run_1/met1.png
Supply wires on this layer in grey.
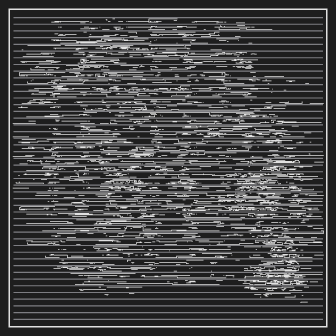
run_1/met2.png
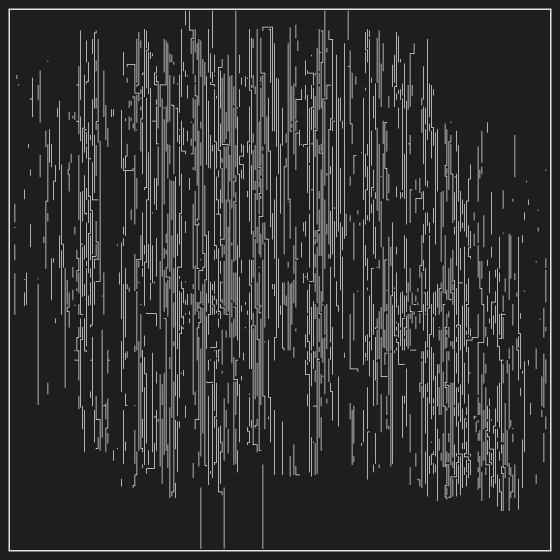
run_1/met3.png
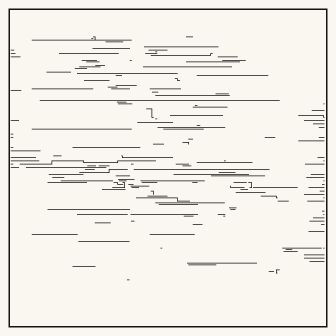
### src/rtl/pea_pkg.sv
// Shared definitions for the PE array: control-word layout, encodings and
// the context-sequencer state set.
package pea_pkg;

  localparam int unsigned CTRL_W    = 11;
  localparam int unsigned CTX_DEPTH = 16;

  // Control word layout: {output, op1, op2, opcode}
  localparam int unsigned OUT_OFS = 8;
  localparam int unsigned OP1_OFS = 5;
  localparam int unsigned OP2_OFS = 2;
  localparam int unsigned OPC_OFS = 0;
  localparam int unsigned SEL_W   = 3;
  localparam int unsigned OPC_W   = 2;

  typedef enum logic [OPC_W-1:0] {
    OP_ADD = 2'b00,
    OP_SUB = 2'b01,
    OP_MUL = 2'b11
  } opcode_e;

  typedef enum logic [SEL_W-1:0] {
    PORT_E = 3'b000,
    PORT_S = 3'b001,
    PORT_W = 3'b010,
    PORT_N = 3'b011
  } port_sel_e;

  localparam logic [CTRL_W-1:0] NOP = '0;

  typedef enum logic [1:0] {
    ST_IDLE = 2'd0,
    ST_RUN  = 2'd1,
    ST_DONE = 2'd2
  } seq_state_e;

endpackage

### src/rtl/pe_ctx_mem.sv
// Context word storage: one synchronous write port, one asynchronous read port.
// Contents are intentionally not reset.
module pe_ctx_mem #(
  parameter int unsigned DEPTH = 16,
  parameter int unsigned WIDTH = 11,
  localparam int unsigned AW   = $clog2(DEPTH)
) (
  input  logic             clk,
  input  logic             i_we,
  input  logic [AW-1:0]    i_waddr,
  input  logic [WIDTH-1:0] i_wdata,
  input  logic [AW-1:0]    i_raddr,
  output logic [WIDTH-1:0] o_rdata
);

  logic [WIDTH-1:0] r_mem [DEPTH];

  always_ff @(posedge clk) begin
    if (i_we) begin
      r_mem[i_waddr] <= i_wdata;
    end
  end

  assign o_rdata = r_mem[i_raddr];

endmodule

### src/rtl/pe_ctx_sequencer.sv
// Issues stored PE control words in index order, optionally for several
// passes, with stall, abort and config-write protection while running.
module pe_ctx_sequencer #(
  parameter int unsigned CTX_DEPTH = pea_pkg::CTX_DEPTH,
  parameter int unsigned CTRL_W    = pea_pkg::CTRL_W,
  localparam int unsigned IDX_W    = $clog2(CTX_DEPTH)
) (
  input  logic              clk,
  input  logic              rst,
  input  logic              cfg_we,
  input  logic [IDX_W-1:0]  cfg_addr,
  input  logic [CTRL_W-1:0] cfg_wdata,
  input  logic              start,
  input  logic [IDX_W-1:0]  last_idx,
  input  logic [7:0]        iter,
  input  logic              stall,
  input  logic              abort,
  output logic [CTRL_W-1:0] pe_ctrl,
  output logic              pe_ctrl_vld,
  output logic [IDX_W-1:0]  pc,
  output logic              busy,
  output logic              done,
  output logic              cfg_err
);
  import pea_pkg::*;

  localparam logic [1:0] S_IDLE = ST_IDLE;
  localparam logic [1:0] S_RUN  = ST_RUN;
  localparam logic [1:0] S_DONE = ST_DONE;

  logic [1:0]        r_state;
  logic [IDX_W-1:0]  r_pc;
  logic [IDX_W-1:0]  r_last;
  logic [7:0]        r_count;
  logic [CTRL_W-1:0] r_pe_ctrl;
  logic              r_vld;
  logic              r_done;
  logic              r_cfg_err;
  logic [CTRL_W-1:0] w_rdata;
  logic              w_mem_we;

  assign w_mem_we = cfg_we && (r_state == S_IDLE);

  pe_ctx_mem #(
    .DEPTH (CTX_DEPTH),
    .WIDTH (CTRL_W)
  ) u_mem (
    .clk     (clk),
    .i_we    (w_mem_we),
    .i_waddr (cfg_addr),
    .i_wdata (cfg_wdata),
    .i_raddr (r_pc),
    .o_rdata (w_rdata)
  );

  always_ff @(posedge clk) begin
    if (rst) begin
      r_state   <= S_IDLE;
      r_pc      <= '0;
      r_last    <= '0;
      r_count   <= '0;
      r_pe_ctrl <= CTRL_W'(NOP);
      r_vld     <= 1'b0;
      r_done    <= 1'b0;
      r_cfg_err <= 1'b0;
    end else begin
      r_cfg_err <= cfg_we && (r_state != S_IDLE);
      r_vld     <= 1'b0;
      r_done    <= 1'b0;
      case (r_state)
        S_IDLE: begin
          r_pe_ctrl <= CTRL_W'(NOP);
          if (start && !abort) begin
            r_last  <= last_idx;
            r_count <= iter;
            r_pc    <= '0;
            r_state <= S_RUN;
          end
        end
        S_RUN: begin
          if (abort) begin
            r_state   <= S_IDLE;
            r_pc      <= '0;
            r_pe_ctrl <= CTRL_W'(NOP);
          end else if (!stall) begin
            r_pe_ctrl <= w_rdata;
            r_vld     <= 1'b1;
            if (r_pc != r_last) begin
              r_pc <= r_pc + IDX_W'(1);
            end else begin
              r_pc <= '0;
              // A latched count of zero means run until aborted.
              if (r_count == 8'd1) begin
                r_state <= S_DONE;
                r_done  <= 1'b1;
              end else if (r_count != 8'd0) begin
                r_count <= r_count - 8'd1;
              end
            end
          end
        end
        S_DONE: begin
          r_state   <= S_IDLE;
          r_pc      <= '0;
          r_pe_ctrl <= CTRL_W'(NOP);
        end
        default: begin
          r_state   <= S_IDLE;
          r_pe_ctrl <= CTRL_W'(NOP);
        end
      endcase
    end
  end

  assign pe_ctrl     = r_pe_ctrl;
  assign pe_ctrl_vld = r_vld;
  assign pc          = r_pc;
  assign busy        = (r_state != S_IDLE);
  assign done        = r_done;
  assign cfg_err     = r_cfg_err;

endmodule
### config.mk
export PLATFORM = sky130hd
export DESIGN_NAME = pe_ctx_sequencer
export DESIGN_NICKNAME = d
export VERILOG_FILES = /design/src/rtl/pea_pkg.sv /design/src/rtl/pe_ctx_mem.sv /design/src/rtl/pe_ctx_sequencer.sv
export SDC_FILE = /design/constraint.sdc
export NUM_CORES = 1
export LEC_CHECK = 0
export CORE_MARGIN = 1
export CORE_UTILIZATION = 53
export CTS_BUF_LIST = sky130_fd_sc_hd__clkbuf_4 sky130_fd_sc_hd__clkbuf_8 sky130_fd_sc_hd__clkbuf_16
export CTS_CLUSTER_SIZE = 25
export DETAILED_ROUTE_END_ITERATION = 10
export GPL_ROUTABILITY_DRIVEN = 0
export PLACE_DENSITY = 0.84
export RECOVER_POWER = 100
export SLEW_MARGIN = 20
export SYNTH_ARGS = -nofsm -noshare
export SYNTH_HDL_FRONTEND = slang
export SYNTH_HIERARCHICAL = 1
export SYNTH_SLANG_ARGS = --single-unit
### constraint.sdc
create_clock -name clk -period 2.72 [get_ports clk]
set_clock_uncertainty 0.05 [all_clocks]
set_input_delay 0.816 -clock clk [delete_from_list [all_inputs] [get_ports clk]]
set_output_delay 0.816 -clock clk [all_outputs]
set_load 0.05 [all_outputs]
==> report_table.html, run 1 <==
<h3>Flow metrics</h3>
<table>
<tr><th>Metric</th><th>Value</th></tr>
<tr><th colspan="2">Place</th></tr>
<tr><td>Placed cell area</td><td>0.009355 mm²</td></tr>
<tr><td>I/O Buffers</td><td>51</td></tr>
<tr><td>HPWL after detailed placement</td><td>11.80 mm</td></tr>
<tr><th colspan="2">Final timing</th></tr>
<tr><td>Worst slew margin relative to its limit</td><td>0.3217</td></tr>
<tr><td>Setup repair after global routing missed its margin</td><td>no</td></tr>
<tr><td>Count of final hold-check violations</td><td>0</td></tr>
<tr><td>PnR worst setup slack</td><td>95.90 ps</td></tr>
<tr><td>Final count of negative-setup-slack endpoints</td><td>0</td></tr>
<tr><td>Fmax</td><td>381.1 MHz</td></tr>
<tr><td>Portion of the clock cycle consumed by the worst path in the final layout</td><td>0.9647</td></tr>
<tr><td>Slew @ Worst Pin</td><td>1015 ps</td></tr>
<tr><td>Clock period minus worst slack</td><td>2624 ps</td></tr>
<tr><td>Final slew viol count</td><td>0</td></tr>
<tr><th colspan="2">Global route</th></tr>
<tr><td>Routing layer with the top usage in global route</td><td>met2</td></tr>
<tr><td>Initial antenna violation count</td><td>0</td></tr>
<tr><td>Total track usage</td><td>0.2309</td></tr>
<tr><td>Global-route wire length before repair</td><td>27.79 mm</td></tr>
<tr><td>GRT Residual Overflow</td><td>0</td></tr>
<tr><th colspan="2">Pwr</th></tr>
<tr><td>Total power after layout</td><td>6602 µW</td></tr>
<tr><td>Combinational fraction of design power</td><td>0.045</td></tr>
<tr><td>Net Sw Frac</td><td>0.2006</td></tr>
<tr><td>Pwr per Cell Area</td><td>666.4 mW/mm²</td></tr>
<tr><td>Power share of the sequential group</td><td>0.534</td></tr>
<tr><td>Power dissipated in the clock network</td><td>2780 µW</td></tr>
<tr><td>Biggest consumer</td><td>registers</td></tr>
<tr><td>Part of the power in the clock network</td><td>0.421</td></tr>
<tr><td>Standby leakage power</td><td>0.003309 µW</td></tr>
<tr><td>NetSw</td><td>1325 µW</td></tr>
<tr><td>Sequential logic power</td><td>3520 µW</td></tr>
<tr><th colspan="2">Job</th></tr>
<tr><td>Max-capacitance violation count</td><td>0</td></tr>
<tr><td>Tool warnings</td><td>28</td></tr>
<tr><th colspan="2">Worst setup path</th></tr>
<tr><td>WP data required</td><td>2850 ps</td></tr>
<tr><td>Worst Reg2Reg Path Length in Cells</td><td>5</td></tr>
<tr><td>Startpoint type of the worst setup path</td><td>primary input</td></tr>
<tr><td>Top delay family on crit path</td><td>simple AND/OR/NAND/NOR gates</td></tr>
<tr><td>Setup crit end kind</td><td>flip-flop</td></tr>
<tr><td>Critical path's largest stage delay</td><td>560 ps</td></tr>
<tr><td>Maximum fanout count along the critical path</td><td>7</td></tr>
<tr><th colspan="2">Yosys</th></tr>
<tr><td>Most frequently used flop master after synthesis</td><td>edfxtp_1</td></tr>
<tr><td>Ys async rst share</td><td>0</td></tr>
<tr><td>Post-synth seq share</td><td>0.7023</td></tr>
<tr><td>Number of nets at floorplan</td><td>515</td></tr>
<tr><td>Simple-Gate Fraction of Synth Area</td><td>0.06584</td></tr>
<tr><td>Number of cell instances after yosys synthesis</td><td>478</td></tr>
<tr><td>Number of enable flip-flop cells</td><td>176</td></tr>
<tr><td>Mean instance size in the synthesized netlist</td><td>17.65 µm²</td></tr>
<tr><td>Adder-cell share of the synthesized area</td><td>0.005931</td></tr>
<tr><td>Synthesized instance count</td><td>478</td></tr>
<tr><td>Synthesized chip area reported by yosys</td><td>0.008438 mm²</td></tr>
<tr><th colspan="2">Layout</th></tr>
<tr><td>Fin nets</td><td>596</td></tr>
<tr><td>Non-Filler Cell Area, Final</td><td>0.009907 mm²</td></tr>
<tr><td>Number of diodes</td><td>0</td></tr>
<tr><td>Relative area change from synthesis to final layout</td><td>17.41%</td></tr>
<tr><td>Highest-count logic cell in the final layout</td><td>edfxtp_1</td></tr>
<tr><td>Share of final-layout standard cells stronger than drive strength 1</td><td>0.1777</td></tr>
<tr><td>Fill cells</td><td>1020</td></tr>
<tr><td>Post-layout util</td><td>0.6445</td></tr>
<tr><th colspan="2">Die</th></tr>
<tr><td>Fp util</td><td>0.5490</td></tr>
<tr><td>Placeable Area</td><td>0.01537 mm²</td></tr>
<tr><td>Overall die area</td><td>0.01643 mm²</td></tr>
<tr><td>Num ports</td><td>52</td></tr>
<tr><td>Die y size</td><td>128.2 µm</td></tr>
<tr><td>Horizontal die dimension</td><td>128.2 µm</td></tr>
<tr><th colspan="2">Detailed routing</th></tr>
<tr><td>Routed wire length on met3</td><td>1.716 mm</td></tr>
<tr><td>Drt pass-1 iters</td><td>5</td></tr>
<tr><td>Routed length on met2</td><td>9.296 mm</td></tr>
<tr><td>Via/cell ratio</td><td>6.180</td></tr>
<tr><td>Number of nets with antenna violations after detailed routing</td><td>0</td></tr>
<tr><td>Average wire length per cell after detail routing</td><td>23.56 µm</td></tr>
<tr><td>Top layer in use</td><td>met4</td></tr>
<tr><td>First DRT Iteration DRCs</td><td>523</td></tr>
<tr><th colspan="2">Clock tree</th></tr>
<tr><td>Number of setup buffers added after CTS</td><td>0</td></tr>
<tr><td>H-tree depth</td><td>1</td></tr>
<tr><td>Clock transition at the registers of the reported paths</td><td>50 ps</td></tr>
<tr><td>Post-CTS Resized</td><td>2</td></tr>
<tr><td>Worst-Skew Late Latency</td><td>490 ps</td></tr>
<tr><td>Hold-fix buffer count after cts</td><td>0</td></tr>
<tr><td>Cts bufs inserted</td><td>21</td></tr>
<tr><td>Number of clock sinks seen by CTS</td><td>208</td></tr>
<tr><td>TritonCTS clock tree</td><td>done</td></tr>
<tr><th colspan="2">Worst hold path</th></tr>
<tr><td>Worst hold path stage count</td><td>2</td></tr>
<tr><td>Worst min path class</td><td>flip-flop to flip-flop</td></tr>
<tr><th colspan="2">Run status</th></tr>
<tr><td>Run status</td><td>completed</td></tr>
</table>
## Picture notes: met1.png
The longest straight run is 32.2 µm. The wires run mostly horizontal. The layer holds 38% of the routed length. 548 nets have wire on it.
GRT met1 Usage: 0.3030
detailed-route wire length: 18.49 mm

## Picture notes: met2.png
The wires run mostly vertical. The longest straight run is 52.0 µm. The layer carries 9300 µm of wire.
met2 track utilization from global routing: 0.3949
via count: 4851

## Picture notes: met3.png
The layer holds 9.3% of the routed length. The longest straight run is 97.1 µm. 129 nets have wire on it. The wires run mostly horizontal. The layer carries 1720 µm of wire.
met3 global-route usage: 0.04174

## run 1: layout make-up
class                      instances  area, µm²  area share
clock buffer                      31      613.1     0.06188
clock inverter                     7      62.56    0.006315
inverter                           6      22.52    0.002273
multi-input combinational        238       2287      0.2309
sequential                       208       5928      0.5984
tap                              211      264.0     0.02665
timing repair buffer              84      729.5     0.07363
## run 1: path summary, 6_finish.rpt
| kind | slack, ps | endpoint | start |
|---|---|---|---|
| setup reg to reg | 280 | u_mem/r_mem[0][9]$_DFFE_PP_ | r_state[0]$_SDFFE_PP0P_ |
| hold reg to reg | 450 | pe_ctrl[5]$_SDFFE_PP0N_ | pe_ctrl[5]$_SDFFE_PP0N_ |
| hold / removal | 450 | pe_ctrl[5]$_SDFFE_PP0N_ | pe_ctrl[5]$_SDFFE_PP0N_ |
| setup / recovery | 100 | u_mem/r_mem[0][9]$_DFFE_PP_ | cfg_we |
## run 1: synthesized netlist by cell type (3+ instances only)
master    number  area [µm²]
a21oi_1       10       50.05
a22oi_1       22       165.2
buf_2          6       30.03
buf_6          5       56.30
clkbuf_1       9       33.78
dfxtp_1       32       640.6
edfxtp_1     176        5285
ha_1           4       50.05
inv_1          6       22.52
mux2i_1       16       160.2
mux4_1        16       420.4
mux4_2        28       630.6
nand2_1       28       105.1
nand2b_1       3       18.77
nand3_1        5       25.02
nand4_1        3       18.77
nor2_1        39       146.4
nor2b_1        5       31.28
nor3_1         5       25.02
nor4_1         3       18.77
o21ai_0        5       25.02
or3_1          4       25.02
xnor2_1        4       35.03
## run 1: sequential cells by signal (all words and copies together) (netlist names), 2 cells and up
| name | cells |
|---|---|
| r_last | 4 |
| pe_ctrl | 11 |
| r_state | 2 |
| r_count | 8 |
| u_mem/r_mem | 176 |
| pc | 4 |
## Run 2: what changed since run 1
GPL_TIMING_DRIVEN = 0   (was not set)
==> run 2 against run 1 <==
Against the previous run:
- clock power decreased by 1%
- synthesized cell count unchanged
- global-route usage decreased by 0.17 points
- highest routed layer unchanged
- sequential power about the same
- non-clock buffer count decreased by 4
- first-iteration DRC count decreased by 12%
- count of clock-buffer cells in the layout decreased by 7
- sequential share of layout area about the same
- hold slack improved by 4.4 ps
- final area about the same
==> report_table.html, run 2 <==
<h3>Flow metrics</h3>
<table>
<tr><th>Metric</th><th>Value</th></tr>
<tr><th colspan="2">Run status</th></tr>
<tr><td>Run status</td><td>completed</td></tr>
<tr><th colspan="2">Die</th></tr>
<tr><td>Total number of placement rows</td><td>45</td></tr>
<tr><td>Num ports</td><td>52 (unchanged)</td></tr>
<tr><td>Overall die area</td><td>0.01643 mm² (unchanged)</td></tr>
<tr><td>Die y size</td><td>128.2 µm (unchanged)</td></tr>
<tr><td>Horizontal die dimension</td><td>128.2 µm (unchanged)</td></tr>
<tr><td>Placeable Area</td><td>0.01537 mm² (unchanged)</td></tr>
<tr><td>Fp util</td><td>0.5490 (unchanged)</td></tr>
<tr><th colspan="2">Yosys</th></tr>
<tr><td>Cell area after synthesis</td><td>0.008438 mm²</td></tr>
<tr><td>Synthesized instance count</td><td>478 (unchanged)</td></tr>
<tr><td>Biggest area cells</td><td>edfxtp_1 (63%), dfxtp_1 (7.6%), mux4_2 (7.5%)</td></tr>
<tr><td>Post-synth top area share</td><td>0.6263 (unchanged)</td></tr>
<tr><td>Simple-Gate Fraction of Synth Area</td><td>0.06584 (unchanged)</td></tr>
<tr><td>Flops out of synthesis</td><td>208</td></tr>
<tr><td>Number of cell instances after yosys synthesis</td><td>478 (unchanged)</td></tr>
<tr><td>Number of warnings reported in the yosys synthesis log</td><td>6</td></tr>
<tr><td>Synth Area in XOR/XNOR</td><td>0.005190</td></tr>
<tr><td>Area fraction in mux cells</td><td>0.1449</td></tr>
<tr><td>Most frequent cells after synthesis</td><td>edfxtp_1 (176), nor2_1 (39), dfxtp_1 (32)</td></tr>
<tr><td>Ys async rst share</td><td>0 (unchanged)</td></tr>
<tr><td>Adder-cell share of the synthesized area</td><td>0.005931 (unchanged)</td></tr>
<tr><td>AND-OR/OR-AND Cells, Area Fraction</td><td>0.05308</td></tr>
<tr><td>Number of enable flip-flop cells</td><td>176 (unchanged)</td></tr>
<tr><td>Mean instance size in the synthesized netlist</td><td>17.65 µm² (unchanged)</td></tr>
<tr><td>Number of distinct library cells after synthesis</td><td>55</td></tr>
<tr><td>Most frequent cell after synthesis</td><td>edfxtp_1</td></tr>
<tr><td>Post-synthesis cell type with the largest combined area</td><td>edfxtp_1</td></tr>
<tr><td>Number of nets at floorplan</td><td>515 (unchanged)</td></tr>
<tr><td>Most frequently used flop master after synthesis</td><td>edfxtp_1</td></tr>
<tr><td>Post-synth seq share</td><td>0.7023 (unchanged)</td></tr>
<tr><td>Dominant comb cell</td><td>multiplexers</td></tr>
<tr><td>Synthesized chip area reported by yosys</td><td>0.008438 mm² (unchanged)</td></tr>
<tr><th colspan="2">Layout</th></tr>
<tr><td>Share of final-layout standard cells stronger than drive strength 1</td><td>0.1845 (+0.006834)</td></tr>
<tr><td>Fin nets</td><td>592 (-0.67%)</td></tr>
<tr><td>Final std cells w/o fill</td><td>780</td></tr>
<tr><td>Fill cells</td><td>1048 (+2.7%)</td></tr>
<tr><td>Highest-count logic cell in the final layout</td><td>edfxtp_1</td></tr>
<tr><td>Number of flip-flops in the largest register</td><td>176 (unchanged)</td></tr>
<tr><td>Non-Filler Cell Area, Final</td><td>0.009910 mm² (about the same)</td></tr>
<tr><td>Top reg by flops</td><td>u_mem/r_mem</td></tr>
<tr><td>Post-layout util</td><td>0.6447 (about the same)</td></tr>
<tr><td>Relative area change from synthesis to final layout</td><td>17.44% (about the same)</td></tr>
<tr><td>Most instantiated logic cells after routing</td><td>edfxtp_1 (176), dfxtp_1 (32), nand2_1 (28), dlygate4sd3_1 (28), mux4_2 (28)</td></tr>
<tr><td>Number of diodes</td><td>0 (unchanged)</td></tr>
<tr><th colspan="2">Clock tree</th></tr>
<tr><td>Clock transition at the registers of the reported paths</td><td>60 ps (about the same)</td></tr>
<tr><td>Worst-Skew Late Latency</td><td>500 ps (about the same)</td></tr>
<tr><td>Cts bufs inserted</td><td>21 (unchanged)</td></tr>
<tr><td>Number of clock sinks seen by CTS</td><td>208 (unchanged)</td></tr>
<tr><td>Number of buffers on the longest clock path</td><td>3</td></tr>
<tr><td>Hold-fix buffer count after cts</td><td>0 (unchanged)</td></tr>
<tr><td>H-tree depth</td><td>1 (unchanged)</td></tr>
<tr><td>Cell at the root of the clock tree</td><td>clkbuf_16</td></tr>
<tr><td>TritonCTS clock tree</td><td>done</td></tr>
<tr><th colspan="2">Final timing</th></tr>
<tr><td>Clock period minus worst slack</td><td>2695 ps (+71.39 ps)</td></tr>
<tr><td>Slew @ Worst Pin</td><td>814.3 ps (-201.0 ps)</td></tr>
<tr><td>Worst slew margin relative to its limit</td><td>0.4571 (+0.1354)</td></tr>
<tr><td>Setup repair after global routing missed its margin</td><td>no</td></tr>
<tr><td>Total negative slack</td><td>0 ps</td></tr>
<tr><td>Fmax</td><td>371.0 MHz (-2.6%)</td></tr>
<tr><td>Portion of the clock cycle consumed by the worst path in the final layout</td><td>0.9910 (+0.02624)</td></tr>
<tr><td>Final slew viol count</td><td>0 (unchanged)</td></tr>
<tr><td>Hold slack final</td><td>454.1 ps</td></tr>
<tr><td>PnR worst setup slack</td><td>24.52 ps (-71.39 ps)</td></tr>
<tr><td>Final count of negative-setup-slack endpoints</td><td>0 (unchanged)</td></tr>
<tr><td>Count of final hold-check violations</td><td>0 (unchanged)</td></tr>
<tr><th colspan="2">Worst setup path</th></tr>
<tr><td>Maximum fanout count along the critical path</td><td>8 (+1)</td></tr>
<tr><td>Critical path's largest stage delay</td><td>600 ps (+40 ps)</td></tr>
<tr><td>Startpoint type of the worst setup path</td><td>primary input</td></tr>
<tr><td>Reg-to-reg critical path startpoint</td><td>r_state[0]$_SDFFE_PP0P_</td></tr>
<tr><td>Top delay family on crit path</td><td>simple AND/OR/NAND/NOR gates</td></tr>
<tr><td>CP Launch Point</td><td>cfg_we</td></tr>
<tr><td>Number of buffer and inverter instances along the worst setup path</td><td>2</td></tr>
<tr><td>Critical path class</td><td>primary input to flip-flop</td></tr>
<tr><td>Arrival time at the worst endpoint</td><td>2830 ps</td></tr>
<tr><td>Critical-path top delay cell</td><td>nor3_1</td></tr>
<tr><td>Critical Path, Cell by Cell</td><td>clkdlybuf4s50_1 -&gt; and2_1 -&gt; nand3b_1 -&gt; nor3_1 -&gt; clkbuf_2</td></tr>
<tr><td>Setup crit end kind</td><td>flip-flop</td></tr>
<tr><td>WP data required</td><td>2850 ps (about the same)</td></tr>
<tr><th colspan="2">Place</th></tr>
<tr><td>I/O Buffers</td><td>50 (-2.0%)</td></tr>
<tr><td>Cells after DPL</td><td>743</td></tr>
<tr><td>HPWL after detailed placement</td><td>11.43 mm (-3.2%)</td></tr>
<tr><td>Placed cell area</td><td>0.009260 mm² (-1.0%)</td></tr>
<tr><td>Dpl ws</td><td>-717.0 ps</td></tr>
<tr><th colspan="2">Job</th></tr>
<tr><td>Max-capacitance violation count</td><td>0 (unchanged)</td></tr>
<tr><td>Tool warnings</td><td>29 (+3.6%)</td></tr>
<tr><th colspan="2">Global route</th></tr>
<tr><td>Initial antenna violation count</td><td>0 (unchanged)</td></tr>
<tr><td>Maximum number of pins on one net before global-route repair</td><td>17</td></tr>
<tr><td>GRT Residual Overflow</td><td>0 (unchanged)</td></tr>
<tr><td>Global-route wire length before repair</td><td>27.67 mm (-0.42%)</td></tr>
<tr><td>Vias in the first global route</td><td>5020</td></tr>
<tr><td>Total track usage</td><td>0.2293 (-0.001673)</td></tr>
<tr><th colspan="2">Detailed routing</th></tr>
<tr><td>Drt pass-1 iters</td><td>5 (unchanged)</td></tr>
<tr><td>Via/cell ratio</td><td>6.196 (+0.27%)</td></tr>
<tr><td>Average wire length per cell after detail routing</td><td>23.29 µm (-1.1%)</td></tr>
<tr><td>First DRT Iteration DRCs</td><td>458 (-12%)</td></tr>
<tr><td>Number of nets with antenna violations after detailed routing</td><td>0 (unchanged)</td></tr>
<tr><td>Drc violations</td><td>0</td></tr>
<tr><th colspan="2">Pwr</th></tr>
<tr><td>Pwr per Cell Area</td><td>662.6 mW/mm² (-0.56%)</td></tr>
<tr><td>Total power after layout</td><td>6566 µW (-0.54%)</td></tr>
<tr><td>Standby leakage power</td><td>0.003272 µW (-1.1%)</td></tr>
<tr><td>Peak ir drop on the vdd network</td><td>0.5224 mV</td></tr>
<tr><th colspan="2">Worst hold path</th></tr>
<tr><td>Worst min path class</td><td>flip-flop to flip-flop</td></tr>
<tr><td>Launch instance of the worst min-delay path</td><td>pe_ctrl[6]$_SDFFE_PP0N_</td></tr>
</table>
## run 2: worst paths after layout
kind | end | slack [ps] | cells after the start
max | u_mem/r_mem[8][10]$_DFFE_PP_ | 20 | 5
min | pe_ctrl[6]$_SDFFE_PP0N_ | 450 | 2
max reg2reg | u_mem/r_mem[8][10]$_DFFE_PP_ | 90 | 6
min reg2reg | pe_ctrl[6]$_SDFFE_PP0N_ | 450 | 2
## run 2: layout make-up
type	instances	area [µm²]	area share
tap	211	264.0	0.02664
buffer	26	168.9	0.01705
clock buffer	24	560.5	0.05657
clock inverter	13	96.34	0.009722
multi-input combinational	238	2356	0.2378
sequential	208	5926	0.5980
inverter	6	22.52	0.002273
timing repair buffer	54	515.5	0.05202
## run 2: power breakdown
group          internal, µW  switching [µW]
sequential             3500            20.5
clock                  1570            1170
combinational           116             188
## run 2: routing by layer
layer	GRT usage	wire [µm]
met1	0.2909	6869
met2	0.3949	9073
met3	0.04257	1510
met4	0.08443	711
met5	0	0
## run 2: timing repair
item | 4_1_cts | 5_1_grt
buffers inserted | 0 | 0
endpoints found under the hold margin | 0 | 0
gates resized | 5 | 4
setup endpoints to repair | 43 | 27
## run 2: cells by family after synthesis
logic type	count (synthesis)
AND-OR/OR-AND	60
XOR/XNOR	5
adder cells (fa/ha/maj)	4
buffers and inverters	32
flip-flops	208
multiplexers	61
AND/OR/NAND/NOR	108
## run 2: tightest hold or removal path: stages (launching register included)
cell and delay [ps]:
dfxtp_1 320, mux2i_1 70, nor2_1 80
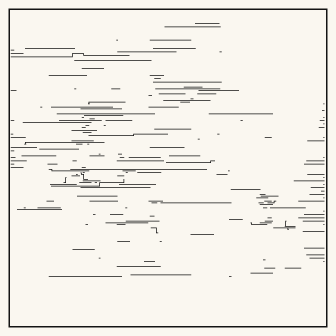
run_2/met3.png
The layer carries 1510 µm of wire. The longest straight run is 55.2 µm.
detailed-route wire length: 18.16 mm
via count: 4833
met3 global-route usage: 0.04257

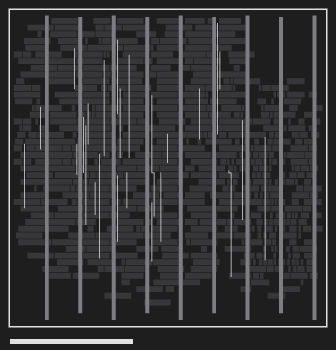
run_2/met4.png
The bar under the picture is 50 µm long. Supply wires on this layer in grey.
The layer holds 3.9% of the routed length. The layer carries 711 µm of wire. 19 nets have wire on it. The wires run mostly vertical.

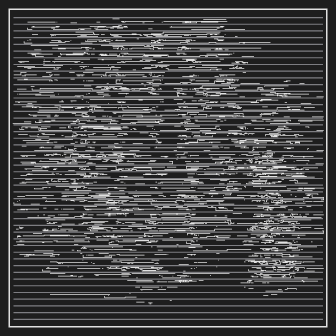
run_2/met1.png
Supply wires on this layer in grey.
GRT met1 Usage: 0.2909

No activity file was given, so power comes from the tool's default toggle rates.
